### src/rtl/panel_seq.sv
// panel_seq: front-panel sequencer for a small core.
//
// Decodes panel buttons into core control (reset, run, single/burst step),
// watches the core for stdin waits and halts, and performs panel-driven
// memory loads and looks through a single memory port.
//
// Ports
//   clk_i, rst_n                  clock, asynchronous active-low reset
//   btn_*_i                       single-cycle button pulses from the panel
//   btn_*_o                       button enables shown on the panel
//   led_ready_o/led_inwait_o/led_brk_o  panel LEDs
//   sw_addr_i, sw_data_i          panel switches
//   pc_i, cpu_done_i, cpu_halt_i, inwait_i, stdin_rdy_i  core/stdin status
//   core_rst_no                   synchronous active-low reset to the core
//   cpu_exec_o                    0 idle, 1 run, 2 step
//   pc_wen_o                      load core PC from sw_addr_i
//   mem_*                         panel memory port
//   disp_o                        data display register
//   dbg_state_o                   current FSM state, for observation
//
// Memory handshake: a request is presented while mem_val_o is high and is
// accepted in any cycle where mem_val_o and mem_rdy_i are both high; read
// data is returned on mem_rdata_i in the cycle after acceptance. Button
// driven requests last one cycle and are simply lost if not accepted; the
// settle-phase PC read holds mem_val_o high until it is accepted.

module panel_seq #(
  parameter int ADDR_W  = 8,
  parameter int DATA_W  = 16,
  parameter int SETTLE  = 3,
  parameter int BURST_W = 4
) (
  input  logic              clk_i,
  input  logic              rst_n,
  input  logic              btn_load_i,
  input  logic              btn_look_i,
  input  logic              btn_step_i,
  input  logic              btn_run_i,
  input  logic              btn_enter_i,
  input  logic              btn_stop_i,
  input  logic              btn_brk_i,
  output logic              btn_load_o,
  output logic              btn_look_o,
  output logic              btn_step_o,
  output logic              btn_run_o,
  output logic              btn_enter_o,
  output logic              btn_stop_o,
  output logic              btn_brk_o,
  output logic              led_ready_o,
  output logic              led_inwait_o,
  output logic              led_brk_o,
  input  logic [ADDR_W-1:0] sw_addr_i,
  input  logic [DATA_W-1:0] sw_data_i,
  input  logic [ADDR_W-1:0] pc_i,
  input  logic              cpu_done_i,
  input  logic              cpu_halt_i,
  input  logic              inwait_i,
  input  logic              stdin_rdy_i,
  output logic              core_rst_no,
  output logic [1:0]        cpu_exec_o,
  output logic              pc_wen_o,
  output logic              mem_val_o,
  output logic              mem_wen_o,
  output logic [ADDR_W-1:0] mem_addr_o,
  output logic [DATA_W-1:0] mem_wdata_o,
  input  logic              mem_rdy_i,
  input  logic [DATA_W-1:0] mem_rdata_i,
  output logic [DATA_W-1:0] disp_o,
  output logic [2:0]        dbg_state_o
);

  typedef enum logic [2:0] {
    S_READY    = 3'd0,
    S_STEP     = 3'd1,
    S_RUN      = 3'd2,
    S_PRE_WAIT = 3'd3,
    S_INWAIT   = 3'd4,
    S_POST     = 3'd5,
    S_PRE_HALT = 3'd6,
    S_HALT     = 3'd7
  } state_e;

  localparam int                SET_W    = $clog2(SETTLE + 1);
  localparam logic [SET_W-1:0]  SETTLE_V = SET_W'(SETTLE);

  state_e              state_q;
  logic [BURST_W-1:0]  step_cnt_q;
  logic [SET_W-1:0]    settle_cnt_q;
  logic                done_prev_q;
  logic                bp_val_q;
  logic [ADDR_W-1:0]   bp_addr_q;
  logic                led_brk_q;
  logic [DATA_W-1:0]   disp_q;
  logic                rd_pend_q;   // an accepted read returns data this cycle

  logic                done_edge;
  logic                panel_state;
  logic                panel_req;
  logic                panel_acc;
  logic                pre_state;
  logic                pre_mem;
  logic                pre_acc;
  logic                bp_hit;
  logic [BURST_W-1:0]  burst_load;

  assign done_edge   = cpu_done_i & ~done_prev_q;
  assign panel_state = (state_q == S_READY) || (state_q == S_INWAIT) || (state_q == S_HALT);
  // Panel memory access only while the core is quiet (cpu_done_i high).
  assign panel_req   = panel_state && cpu_done_i && (btn_load_i || btn_look_i);
  assign panel_acc   = panel_req && mem_rdy_i;
  assign pre_state   = (state_q == S_PRE_WAIT) || (state_q == S_PRE_HALT);
  assign pre_mem     = pre_state && (settle_cnt_q == '0);
  assign pre_acc     = pre_mem && mem_rdy_i;
  assign bp_hit      = bp_val_q && (pc_i == bp_addr_q);
  // A burst count of zero on the switches still executes one instruction.
  assign burst_load  = (sw_data_i[BURST_W-1:0] == '0) ? BURST_W'(1) : sw_data_i[BURST_W-1:0];

  always_ff @(posedge clk_i or negedge rst_n) begin
    if (!rst_n) begin
      state_q      <= S_READY;
      step_cnt_q   <= '0;
      settle_cnt_q <= '0;
      done_prev_q  <= 1'b0;
      bp_val_q     <= 1'b0;
      bp_addr_q    <= '0;
      led_brk_q    <= 1'b0;
      disp_q       <= '0;
      rd_pend_q    <= 1'b0;
    end else begin
      done_prev_q <= cpu_done_i;
      rd_pend_q   <= 1'b0;

      if (rd_pend_q) disp_q <= mem_rdata_i;

      // Load and look pressed together behave as a load.
      if (panel_acc) begin
        if (btn_load_i) disp_q    <= sw_data_i;
        else            rd_pend_q <= 1'b1;
      end

      if (pre_acc) rd_pend_q <= 1'b1;

      if (pre_state && (settle_cnt_q != '0)) settle_cnt_q <= settle_cnt_q - 1'b1;

      if (((state_q == S_READY) || (state_q == S_HALT)) && btn_brk_i) begin
        bp_val_q <= ~bp_val_q;
        if (!bp_val_q) bp_addr_q <= sw_addr_i;
      end

      case (state_q)
        S_READY: begin
          if (btn_run_i) begin
            state_q   <= S_RUN;
            led_brk_q <= 1'b0;
          end else if (btn_step_i) begin
            state_q    <= S_STEP;
            step_cnt_q <= burst_load;
            led_brk_q  <= 1'b0;
          end
        end
        S_STEP: begin
          if (inwait_i) begin
            state_q      <= S_PRE_WAIT;
            settle_cnt_q <= SETTLE_V;
          end else if (cpu_halt_i) begin
            state_q      <= S_PRE_HALT;
            settle_cnt_q <= SETTLE_V;
          end else if (done_edge) begin
            if (step_cnt_q == BURST_W'(1)) state_q    <= S_POST;
            else                           step_cnt_q <= step_cnt_q - 1'b1;
          end
        end
        S_RUN: begin
          if (inwait_i) begin
            state_q      <= S_PRE_WAIT;
            settle_cnt_q <= SETTLE_V;
          end else if (cpu_halt_i) begin
            state_q      <= S_PRE_HALT;
            settle_cnt_q <= SETTLE_V;
          end else if (btn_stop_i) begin
            state_q <= S_POST;
          end else if (bp_hit) begin
            state_q   <= S_POST;
            led_brk_q <= 1'b1;
          end
        end
        S_POST: begin
          if (cpu_done_i) begin
            state_q <= S_READY;
          end else if (inwait_i) begin
            state_q      <= S_PRE_WAIT;
            settle_cnt_q <= SETTLE_V;
          end else if (cpu_halt_i) begin
            state_q      <= S_PRE_HALT;
            settle_cnt_q <= SETTLE_V;
          end
        end
        S_PRE_WAIT: if (pre_acc) state_q <= S_INWAIT;
        S_PRE_HALT: if (pre_acc) state_q <= S_HALT;
        S_INWAIT:   if (btn_enter_i) state_q <= S_READY;
        S_HALT:     if (btn_load_i || btn_look_i) state_q <= S_READY;
        default:    state_q <= S_READY;
      endcase
    end
  end

  always_comb begin
    btn_load_o   = 1'b0;
    btn_look_o   = 1'b0;
    btn_step_o   = 1'b0;
    btn_run_o    = 1'b0;
    btn_enter_o  = 1'b0;
    btn_stop_o   = 1'b0;
    btn_brk_o    = 1'b0;
    led_ready_o  = 1'b0;
    led_inwait_o = 1'b0;
    core_rst_no  = 1'b0;
    cpu_exec_o   = 2'd0;
    pc_wen_o     = 1'b0;
    mem_val_o    = 1'b0;
    mem_wen_o    = 1'b0;
    mem_addr_o   = '0;
    mem_wdata_o  = '0;

    case (state_q)
      S_READY: begin
        btn_load_o  = 1'b1;
        btn_look_o  = 1'b1;
        btn_step_o  = 1'b1;
        btn_run_o   = 1'b1;
        btn_brk_o   = 1'b1;
        btn_enter_o = stdin_rdy_i;
        led_ready_o = 1'b1;
      end
      S_STEP: begin
        core_rst_no = 1'b1;
        cpu_exec_o  = 2'd2;
      end
      S_RUN: begin
        core_rst_no = 1'b1;
        cpu_exec_o  = 2'd1;
        btn_stop_o  = 1'b1;
      end
      S_POST: begin
        core_rst_no = 1'b1;
      end
      S_PRE_WAIT, S_PRE_HALT: begin
        // The core stays out of reset only in the first settle cycle;
        // afterwards it is held quiet while the panel reads memory at pc_i.
        core_rst_no = (settle_cnt_q == SETTLE_V);
        if (pre_mem) begin
          mem_val_o  = 1'b1;
          mem_addr_o = pc_i;
        end
      end
      S_INWAIT: begin
        btn_load_o   = 1'b1;
        btn_look_o   = 1'b1;
        btn_enter_o  = 1'b1;
        led_inwait_o = 1'b1;
      end
      S_HALT: begin
        btn_load_o  = 1'b1;
        btn_look_o  = 1'b1;
        btn_brk_o   = 1'b1;
        btn_enter_o = stdin_rdy_i;
        led_ready_o = 1'b1;
      end
      default: ;
    endcase

    if (panel_req) begin
      mem_val_o   = 1'b1;
      mem_wen_o   = btn_load_i;
      mem_addr_o  = sw_addr_i;
      mem_wdata_o = sw_data_i;
      pc_wen_o    = 1'b1;
    end
  end

  assign led_brk_o   = led_brk_q;
  assign disp_o      = disp_q;
  assign dbg_state_o = state_q;

endmodule

### config.mk
export PLATFORM = sky130hd
export DESIGN_NAME = panel_seq
export DESIGN_NICKNAME = d
export VERILOG_FILES = /design/src/rtl/panel_seq.sv
export SDC_FILE = /design/constraint.sdc
export NUM_CORES = 1
export LEC_CHECK = 0
export ABC_AREA = 1
export CAP_MARGIN = 20
export CORE_UTILIZATION = 42
export DETAILED_ROUTE_END_ITERATION = 6
export GPL_ROUTABILITY_DRIVEN = 0
export GPL_TIMING_DRIVEN = 0
export MAX_ROUTING_LAYER = met4
export PLACE_DENSITY = 0.85
export SETUP_SLACK_MARGIN = 0.2
export SYNTH_ARGS = -nofsm -noshare
export SYNTH_HDL_FRONTEND = slang
export SYNTH_SLANG_ARGS = --single-unit
export TNS_END_PERCENT = 30
### constraint.sdc
create_clock -name clk_i -period 1.85 [get_ports clk_i]
set_input_delay 0.4625 -clock clk_i [delete_from_list [all_inputs] [get_ports clk_i]]
set_output_delay 0.4625 -clock clk_i [all_outputs]
set_load 0.02 [all_outputs]
Fig. 1: run 1, port wiring
(3 px per µm)
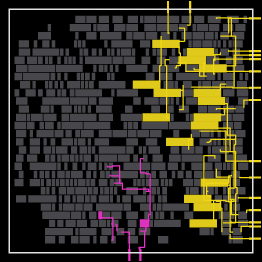
legend:
  disp_o:
    color: yellow
    bits: 16
    direction: output
    edge: 14 right, 2 top
    end_cells: 16
    buffers: 16
    wire: 513 µm
  cpu_exec_o:
    color: magenta
    bits: 2
    direction: output
    edge: bottom
    end_cells: 2
    buffers: 3
    wire: 92.0 µm

Fig. 2: run 1, signal wires on met4
(4 px per µm) Supply wires on this layer in gray.
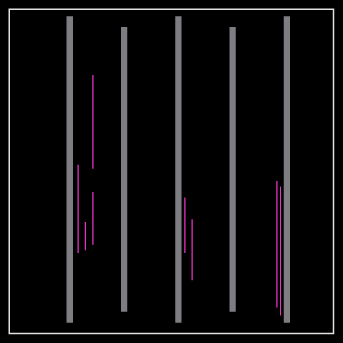
share of all routed wire: 1.8%
longest straight run: 32.0 µm
nets with wire on the layer: 8

Fig. 3: run 1, routing congestion map
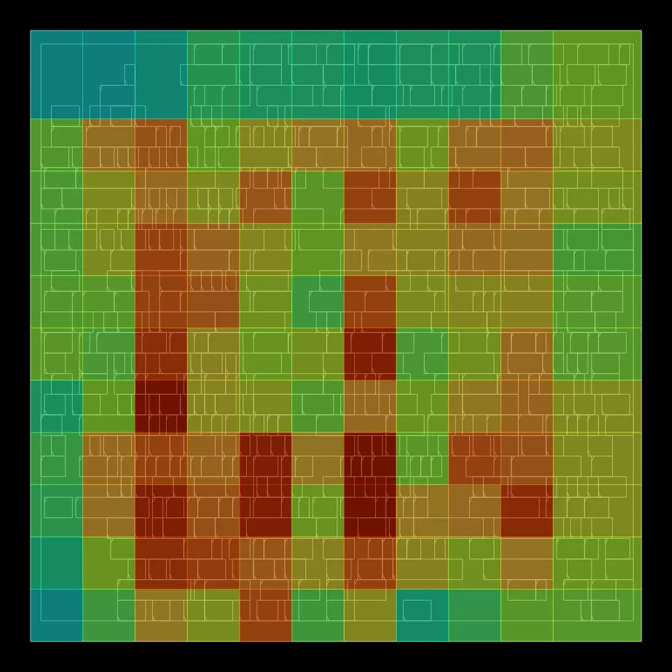
All-Layer GR Usage: 26.43%
GR Layer Usage met1: 29.79%
busiest layer in global routing: met2
global-route track usage on met3: 4.432%

Fig. 4: run 1, clock distribution
(4 px per µm)
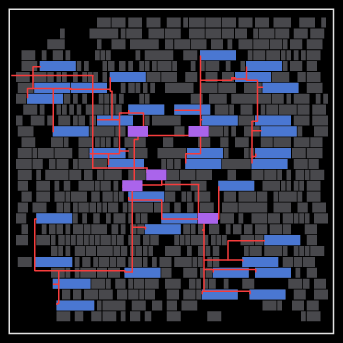
legend:
  flip-flops:
    color: blue
    count: 37
  clock wires:
    color: red
    length: 476 µm
  clock-net drivers:
    color: purple
    count: 5
routed clock nets: 6

==> notes.md, run 1 <==
## Outcome
• **run status** finished with violations
• **violations in the final reports** negative setup slack

## Global route
• **GRT Residual Overflow** 0
• **number of global-route vias before repair** 2793

## Run
• **number of warnings in the stage logs** 31
• **max-capacitance violation count** 0

## Floorplan
• **Core ar.** 5956 µm²
• **Die Span Y** 80.66 µm
• **I/O pin count** 121
• **count of inserted tapcells** 75
• **total die size** 6506 µm²

## Synthesis
• **share of synthesized cell area in and-or and or-and compound cells** 21.18%
• **Mux area share** 0.3852%
• **post-synthesis adder-cell area fraction** 1.926%
• **leading post-synthesis cells by cell area** sky130_fd_sc_hd__dfrtp_1 36%, sky130_fd_sc_hd__nand2_1 11%, sky130_fd_sc_hd__inv_1 11%, sky130_fd_sc_hd__o211ai_2 6.3%, sky130_fd_sc_hd__o21ai_2 5.1%
• **Avg Cell Area, Syn** 7.383 µm²
• **Cells after Synth** 352
• **number of enable flip-flop cells** 0
• **main kind of combinational logic by area** simple AND/OR/NAND/NOR gates
• **post-synthesis cell type with the largest instance count** sky130_fd_sc_hd__nand2_1
• **area share of xor/xnor cells in the synthesized design** 1.011%
• **share of the synthesized area in the top cell type** 35.63%

## Final layout
• **number of non-filler instances in the completed layout** 576
• **clock-cell share of area** 2.163%
• **# diodes** 0
• **# clk buffers** 6
• **combinational share of cell area** 34.35%
• **area occupied by multi-input gates** 1530 µm²
• **max reg flops** 16
• **sequential fraction of total cell area** 20.87%

## Clock network
• **count of buffers added by post-CTS timing repair for setup** 13
• **root buffer cell** sky130_fd_sc_hd__clkbuf_8
• **clock-pin slew on the worst setup and hold paths** 0.08 ns
• **H-tree levels** 2
• **CTS sink cnt** 37

## Critical path
• **Crit path top cell by count** sky130_fd_sc_hd__nor2_4
• **CP Class** reg2out
• **delay of the slowest critical-path stage** 0.45 ns
• **worst reg2reg path startpoint** dbg_state_o[0]
• **category of the worst setup path launch point** flip-flop

## Final timing
• **Max-slew headroom** 42.82%
• **fin crit share** 118.9%
• **final count of pins violating max slew** 0
• **post-layout worst setup margin** -0.3502 ns
• **Final setup viols** 36

## Power
• **VDD IR-drop max** 0.0008541 V
• **sequential power share** 23.4%
• **part of the total power dissipated in combinational logic** 67.2%
• **flip-flop and latch power** 1.49 mW
• **biggest power consumer among the groups** combinational logic
• **combinational power** 4.28 mW
• **Overall Power** 6.366 mW
• **fraction of power spent switching nets** 46.72%

## Drt
• **Final Routed Wirelength** 8455 µm
• **DRC marker count from the first detailed-route iteration** 130
• **via density per instance** 5.109
• **vias after detailed routing** 2943

## Placement
• **detailed placer's ending HPWL** 6034 µm

==> run 1: metal layers <==
metal	GRT usage (%)	share of wire [%]	routed length, µm	vias up
met5	-	0	0	-
li1	-	-	-	1397
met4	7.857	1.8	156	0
met1	29.79	39	3293	1368
met3	4.432	8.5	716	18
met2	47.63	51	4289	160
==> run 1: how the worst max path moves through the flow <==
stage                               from  depth (start not counted)  slack, ns             end
after floorplan           dbg_state_o[2]                          7      -0.19  mem_wdata_o[0]
after global placement        btn_load_i                          7      -0.89       mem_val_o
after detailed placement      btn_load_i                          7      -0.89   mem_addr_o[6]
after CTS                 dbg_state_o[1]                          9      -0.39   mem_addr_o[6]
after global routing      dbg_state_o[0]                          9      -0.44   mem_addr_o[5]
final                     dbg_state_o[0]                          9      -0.35  mem_wdata_o[2]
==> run 2, diff against run 1 <==
--- a/config.mk
+++ b/config.mk
@@ -11,6 +11,7 @@
 export DETAILED_ROUTE_END_ITERATION = 6
 export GPL_ROUTABILITY_DRIVEN = 0
 export GPL_TIMING_DRIVEN = 0
+export HOLD_SLACK_MARGIN = 0.06
 export MAX_ROUTING_LAYER = met4
 export PLACE_DENSITY = 0.85
 export SETUP_SLACK_MARGIN = 0.2
Fig. 5: run 2, cell area per tile
(4 px per µm) 8 x 8 tiles, from dark blue (low) to red (high), 0 to 100% covered.
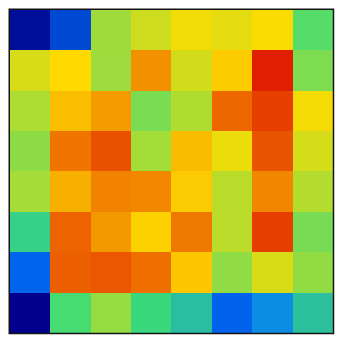
tiles over 75% full: 41%
fullest tile: 97%
mean over tiles: 67%
nearly empty tiles: 1.6%

Fig. 6: run 2, port wiring
(3 px per µm)
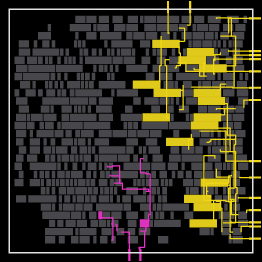
legend:
  disp_o:
    color: yellow
    bits: 16
    direction: output
    edge: 14 right, 2 top
    end_cells: 16
    buffers: 16
    wire: 513 µm
  cpu_exec_o:
    color: magenta
    bits: 2
    direction: output
    edge: bottom
    end_cells: 2
    buffers: 3
    wire: 92.0 µm

Fig. 7: run 2, signal wires on met4
(4 px per µm) Supply wires on this layer in gray.
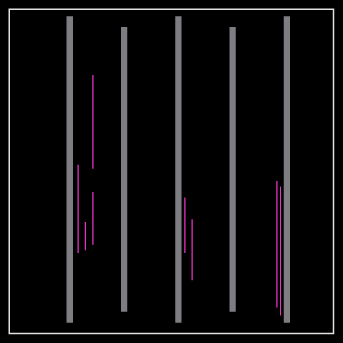
share of all routed wire: 1.8%
main direction: vertical
wire length on this layer: 156 µm
longest straight run: 32.0 µm

==> notes.md, run 2 <==
## Floorplan
• **Die Span Y** 80.66 µm
• **number of core rows** 28
• **Core ar.** 5956 µm²
• **I/O pin count** 121
• **total die size** 6506 µm²

## Drt
• **routed wirelength normalized by instance count** 14.68 µm
• **vias after detailed routing** 2943
• **highest routing layer actually used** met4
• **met1 wire length** 3293 µm
• **DRC Markers** 0
• **wire length on met2** 4289 µm
• **via density per instance** 5.109
• **Final Routed Wirelength** 8455 µm
• **DRC marker count from the first detailed-route iteration** 130
• **met3 wirelength from detailed routing** 716 µm

## Critical path
• **last element of the critical path** mem_wdata_o[2]
• **category of the worst setup path launch point** flip-flop
• **Crit. Startpoint** dbg_state_o[0]
• **worst reg2reg path startpoint** dbg_state_o[0]
• **Crit path top cell by count** sky130_fd_sc_hd__nor2_4
• **cell family contributing the most delay on the critical path** simple AND/OR/NAND/NOR gates
• **Data arrival, critical path** 1.74 ns
• **delay of the slowest critical-path stage** 0.45 ns
• **CP Class** reg2out
• **WP depth** 9
• **cell chain of the critical path** nor2_4 -> inv_4 -> o21ai_4 -> nand2_4 -> nor2_4 -> inv_6 -> buf_12 -> nor2_2 -> buf_4

## Clock network
• **CTS Hold Buffers Added** 0
• **post-cts sizing count** 234
• **root buffer cell** sky130_fd_sc_hd__clkbuf_8
• **Inserted Clock Buffers** 5
• **count of buffers added by post-CTS timing repair for setup** 13
• **CTS sink cnt** 37
• **clock-pin slew on the worst setup and hold paths** 0.08 ns
• **H-tree levels** 2

## Power
• **sequential power share** 23.4%
• **power density cells** 1429 nW/µm²
• **clock network power consumption** 597 µW
• **leakage dissipation** 2.212 nW
• **part of the total power dissipated in combinational logic** 67.2%
• **VDD IR-drop max** 0.0008541 V
• **biggest power consumer among the groups** combinational logic
• **fraction of power spent switching nets** 46.72%
• **flip-flop and latch power** 1.49 mW
• **combinational power** 4.28 mW
• **Overall Power** 6.366 mW

## Final layout
• **filler cell count** 456
• **final layout net count** 566
• **# diodes** 0
• **number of non-filler instances in the completed layout** 576
• **max reg flops** 16

## Synthesis
• **count of instantiated cells in the yosys netlist** 352
• **yosys synthesis chip area** 2599 µm²
• **number of enable flip-flop cells** 0
• **async set-or-reset flop fraction in the synthesized netlist** 100.0%
• **Synth Flop Type** sky130_fd_sc_hd__dfrtp_1
• **Cells after Synth** 352
• **Avg Cell Area, Syn** 7.383 µm²
• **leading post-synthesis cells by cell area** sky130_fd_sc_hd__dfrtp_1 36%, sky130_fd_sc_hd__nand2_1 11%, sky130_fd_sc_hd__inv_1 11%, sky130_fd_sc_hd__o211ai_2 6.3%, sky130_fd_sc_hd__o21ai_2 5.1%
• **post-synthesis cell type with the largest instance count** sky130_fd_sc_hd__nand2_1
• **share of the synthesized area in the top cell type** 35.63%

## Final timing
• **fin crit share** 118.9%
• **FMAX** 454.5 MHz
• **Max-slew headroom** 42.82%
• **final count of pins violating max slew** 0
• **minimum hold slack** 0.2831 ns
• **Final setup viols** 36
• **post-layout worst setup margin** -0.3502 ns
• **Final min period** 2.200 ns

## Placement
• **detailed placer's ending HPWL** 6034 µm

## Hold path
• **path class of the lowest-slack min-delay path** in2async

## Outcome
• **run status** finished with violations
• **violations in the final reports** negative setup slack

## Global route
• **GR Layer Usage met1** 29.79%
• **met2 global-route usage** 47.63%
• **global-route track usage on met3** 4.432%
• **GRT Residual Overflow** 0
• **number of global-route vias before repair** 2793
• **busiest layer in global routing** met2
• **All-Layer GR Usage** 26.43%

## Run
• **max-capacitance violation count** 0
• **number of warnings in the stage logs** 31

[run 2: cell counts in the layout (fill, tap and decap cells not counted)]
No cell type changed its count.
[run 2: cell families (layout without fill, tap and decap cells)]
kind of cell               Yosys count  in the layout  synth area share [%]
buffers and inverters               92            241                 15.31
adders and majority gates            4              4                 1.926
muxes                                1              1                0.3852
and+or+nand+nor                    143            143                 24.55
DFF                                 37             37                 35.63
AOI/OAI and AO/OA                   72             72                 21.19
xor gates and xnor gates             3              3                 1.011
[run 2: layout make-up]
type                            instances  area, µm²  area share (%)
Inverter                               79      314.1           7.051
Sequential cell                        37      929.6           20.87
Clock inverter                          2      13.76          0.3090
Clock buffer                            6      82.58           1.854
Buffer                                 13      147.6           3.315
Multi-Input combinational cell        223       1530           34.35
Timing Repair Buffer                  141       1343           30.14
Tap cell                               75      93.84           2.107
Fig. 8: run 2, clock distribution
(4 px per µm)
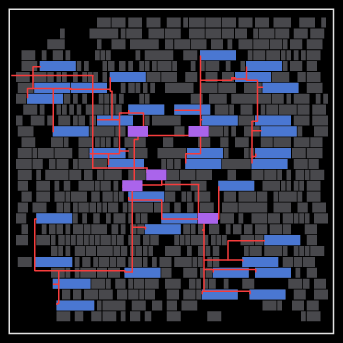

==> run 3, diff against run 2 <==
--- a/config.mk
+++ b/config.mk
@@ -7,13 +7,14 @@
 export LEC_CHECK = 0
 export ABC_AREA = 1
 export CAP_MARGIN = 20
-export CORE_UTILIZATION = 42
+export CORE_UTILIZATION = 43
+export CTS_BUF_LIST = sky130_fd_sc_hd__clkbuf_8
 export DETAILED_ROUTE_END_ITERATION = 6
 export GPL_ROUTABILITY_DRIVEN = 0
 export GPL_TIMING_DRIVEN = 0
 export HOLD_SLACK_MARGIN = 0.06
 export MAX_ROUTING_LAYER = met4
-export PLACE_DENSITY = 0.85
+export PLACE_DENSITY = 0.86
 export SETUP_SLACK_MARGIN = 0.2
 export SYNTH_ARGS = -nofsm -noshare
 export SYNTH_HDL_FRONTEND = slang
Fig. 9: run 3, clock distribution
(4 px per µm)
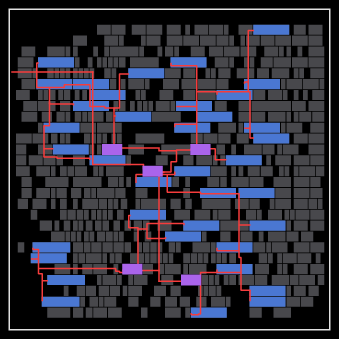
legend:
  flip-flops:
    color: blue
    count: 37
  clock-net drivers:
    color: purple
    count: 5
  clock wires:
    color: red
    length: 505 µm
routed clock nets: 6

Fig. 10: run 3, routing congestion map
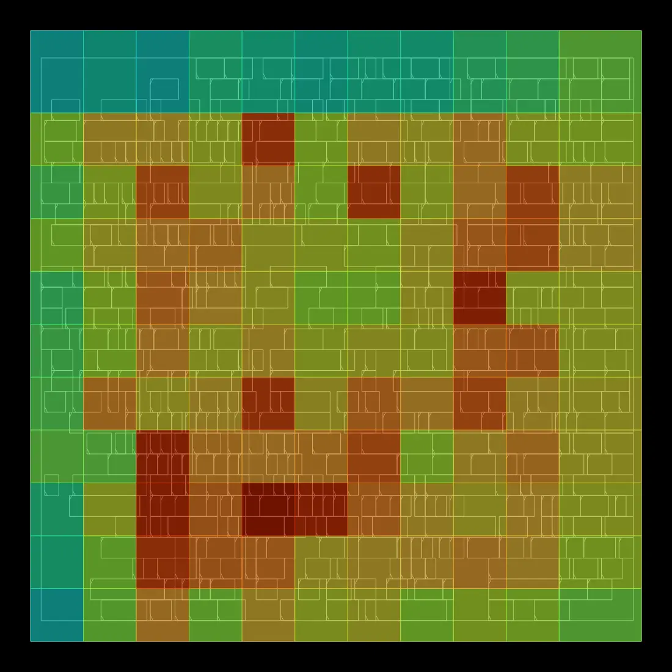
All-Layer GR Usage: 28.65%
final core occ: 76.65%

Fig. 11: run 3, port wiring
(3 px per µm)
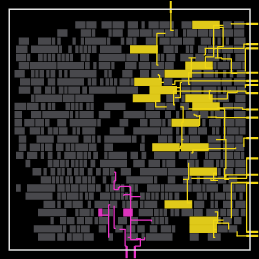
legend:
  cpu_exec_o:
    color: magenta
    bits: 2
    direction: output
    edge: bottom
    end_cells: 2
    buffers: 3
    wire: 87.4 µm
  disp_o:
    color: yellow
    bits: 16
    direction: output
    edge: 15 right, 1 top
    end_cells: 16
    buffers: 16
    wire: 460 µm

==> notes.md, run 3 <==
## Clock network
• **clock-pin slew on the worst setup and hold paths** 0.07 ns
• **H-tree levels** 2
• **Inserted Clock Buffers** 5
• **root buffer cell** sky130_fd_sc_hd__clkbuf_8
• **count of buffers added by post-CTS timing repair for setup** 13
• **CTS sink cnt** 37

## Final layout
• **proportion of final cell area spent on non-clock buffers** 32.93%
• **sequential fraction of total cell area** 21.37%
• **# diodes** 0
• **# clk buffers** 5
• **clock-cell share of area** 1.697%
• **number of non-filler instances in the completed layout** 564
• **final layout net count** 559
• **area taken by flip-flops and latches** 929.6 µm²
• **max reg flops** 16
• **combinational share of cell area** 34.77%
• **multi-input gate count** 223
• **filler cell count** 415
• **total of plain and repair buffers excluding clock buffers** 147

## Synthesis
• **Synth Flop Type** sky130_fd_sc_hd__dfrtp_1
• **number of enable flip-flop cells** 0
• **post-synthesis adder-cell area fraction** 1.926%
• **Cells after Synth** 352
• **Basic Gates by Area** 24.55%
• **share of the synthesized area in the top cell type** 35.63%
• **share of synthesized cell area in and-or and or-and compound cells** 21.18%
• **leading post-synthesis cells by cell area** sky130_fd_sc_hd__dfrtp_1 36%, sky130_fd_sc_hd__nand2_1 11%, sky130_fd_sc_hd__inv_1 11%, sky130_fd_sc_hd__o211ai_2 6.3%, sky130_fd_sc_hd__o21ai_2 5.1%
• **yosys synthesis chip area** 2599 µm²
• **Mux area share** 0.3852%
• **area share of xor/xnor cells in the synthesized design** 1.011%
• **Avg Cell Area, Syn** 7.383 µm²
• **async set-or-reset flop fraction in the synthesized netlist** 100.0%
• **post-synthesis cell type with the largest instance count** sky130_fd_sc_hd__nand2_1

## Drt
• **DRC Markers** 0
• **vias after detailed routing** 2891
• **routed wirelength normalized by instance count** 15.30 µm
• **via density per instance** 5.126
• **DRC marker count from the first detailed-route iteration** 141

## Final timing
• **minimum hold slack** 0.2869 ns
• **final count of pins violating max slew** 0
• **fin crit share** 119.4%
• **Final setup viols** 34
• **Max-slew headroom** 40.78%
• **post-layout worst setup margin** -0.3582 ns

## Critical path
• **last element of the critical path** mem_addr_o[1]
• **category of the worst setup path launch point** input pin
• **Crit. Startpoint** btn_load_i
• **Data arrival, critical path** 1.75 ns

## Placement
• **detailed placer's ending HPWL** 6189 µm

## Global route
• **number of global-route vias before repair** 2842
• **GRT Residual Overflow** 0

## Power
• **flip-flop and latch power** 1.49 mW
• **power density cells** 1397 nW/µm²
• **biggest power consumer among the groups** combinational logic
• **VDD IR-drop max** 0.0009493 V
• **sequential power share** 24.5%
• **leakage dissipation** 2.154 nW
• **combinational power** 4.06 mW

## Run
• **max-capacitance violation count** 0

## Floorplan
• **I/O pin count** 121
• **count of inserted tapcells** 72

## Hold path
• **path class of the lowest-slack min-delay path** in2async

## Outcome
• **violations in the final reports** negative setup slack
• **run status** finished with violations

run 3: cell counts after synthesis:
Identical to the previous run, type by type.
run 3: routing by layer:
| layer | vias up | track usage [%] | share of wire (%) |
|---|---|---|---|
| li1 | 1388 | - | - |
| met1 | 1343 | 33.31 | 41 |
| met2 | 143 | 50.17 | 50 |
| met3 | 17 | 5.371 | 7.3 |
| met4 | 0 | 8.571 | 2.1 |
| met5 | - | - | 0 |
run 3: worst max-delay path: stages:
cell and delay [ns]:
sky130_fd_sc_hd__clkdlybuf4s50_1 0.57, sky130_fd_sc_hd__nor2_4 0.07, sky130_fd_sc_hd__nor2_4 0.16, sky130_fd_sc_hd__inv_6 0.08, sky130_fd_sc_hd__buf_4 0.15, sky130_fd_sc_hd__o22ai_2 0.10, sky130_fd_sc_hd__buf_6 0.14
Power and IR drop assume default switching activity.
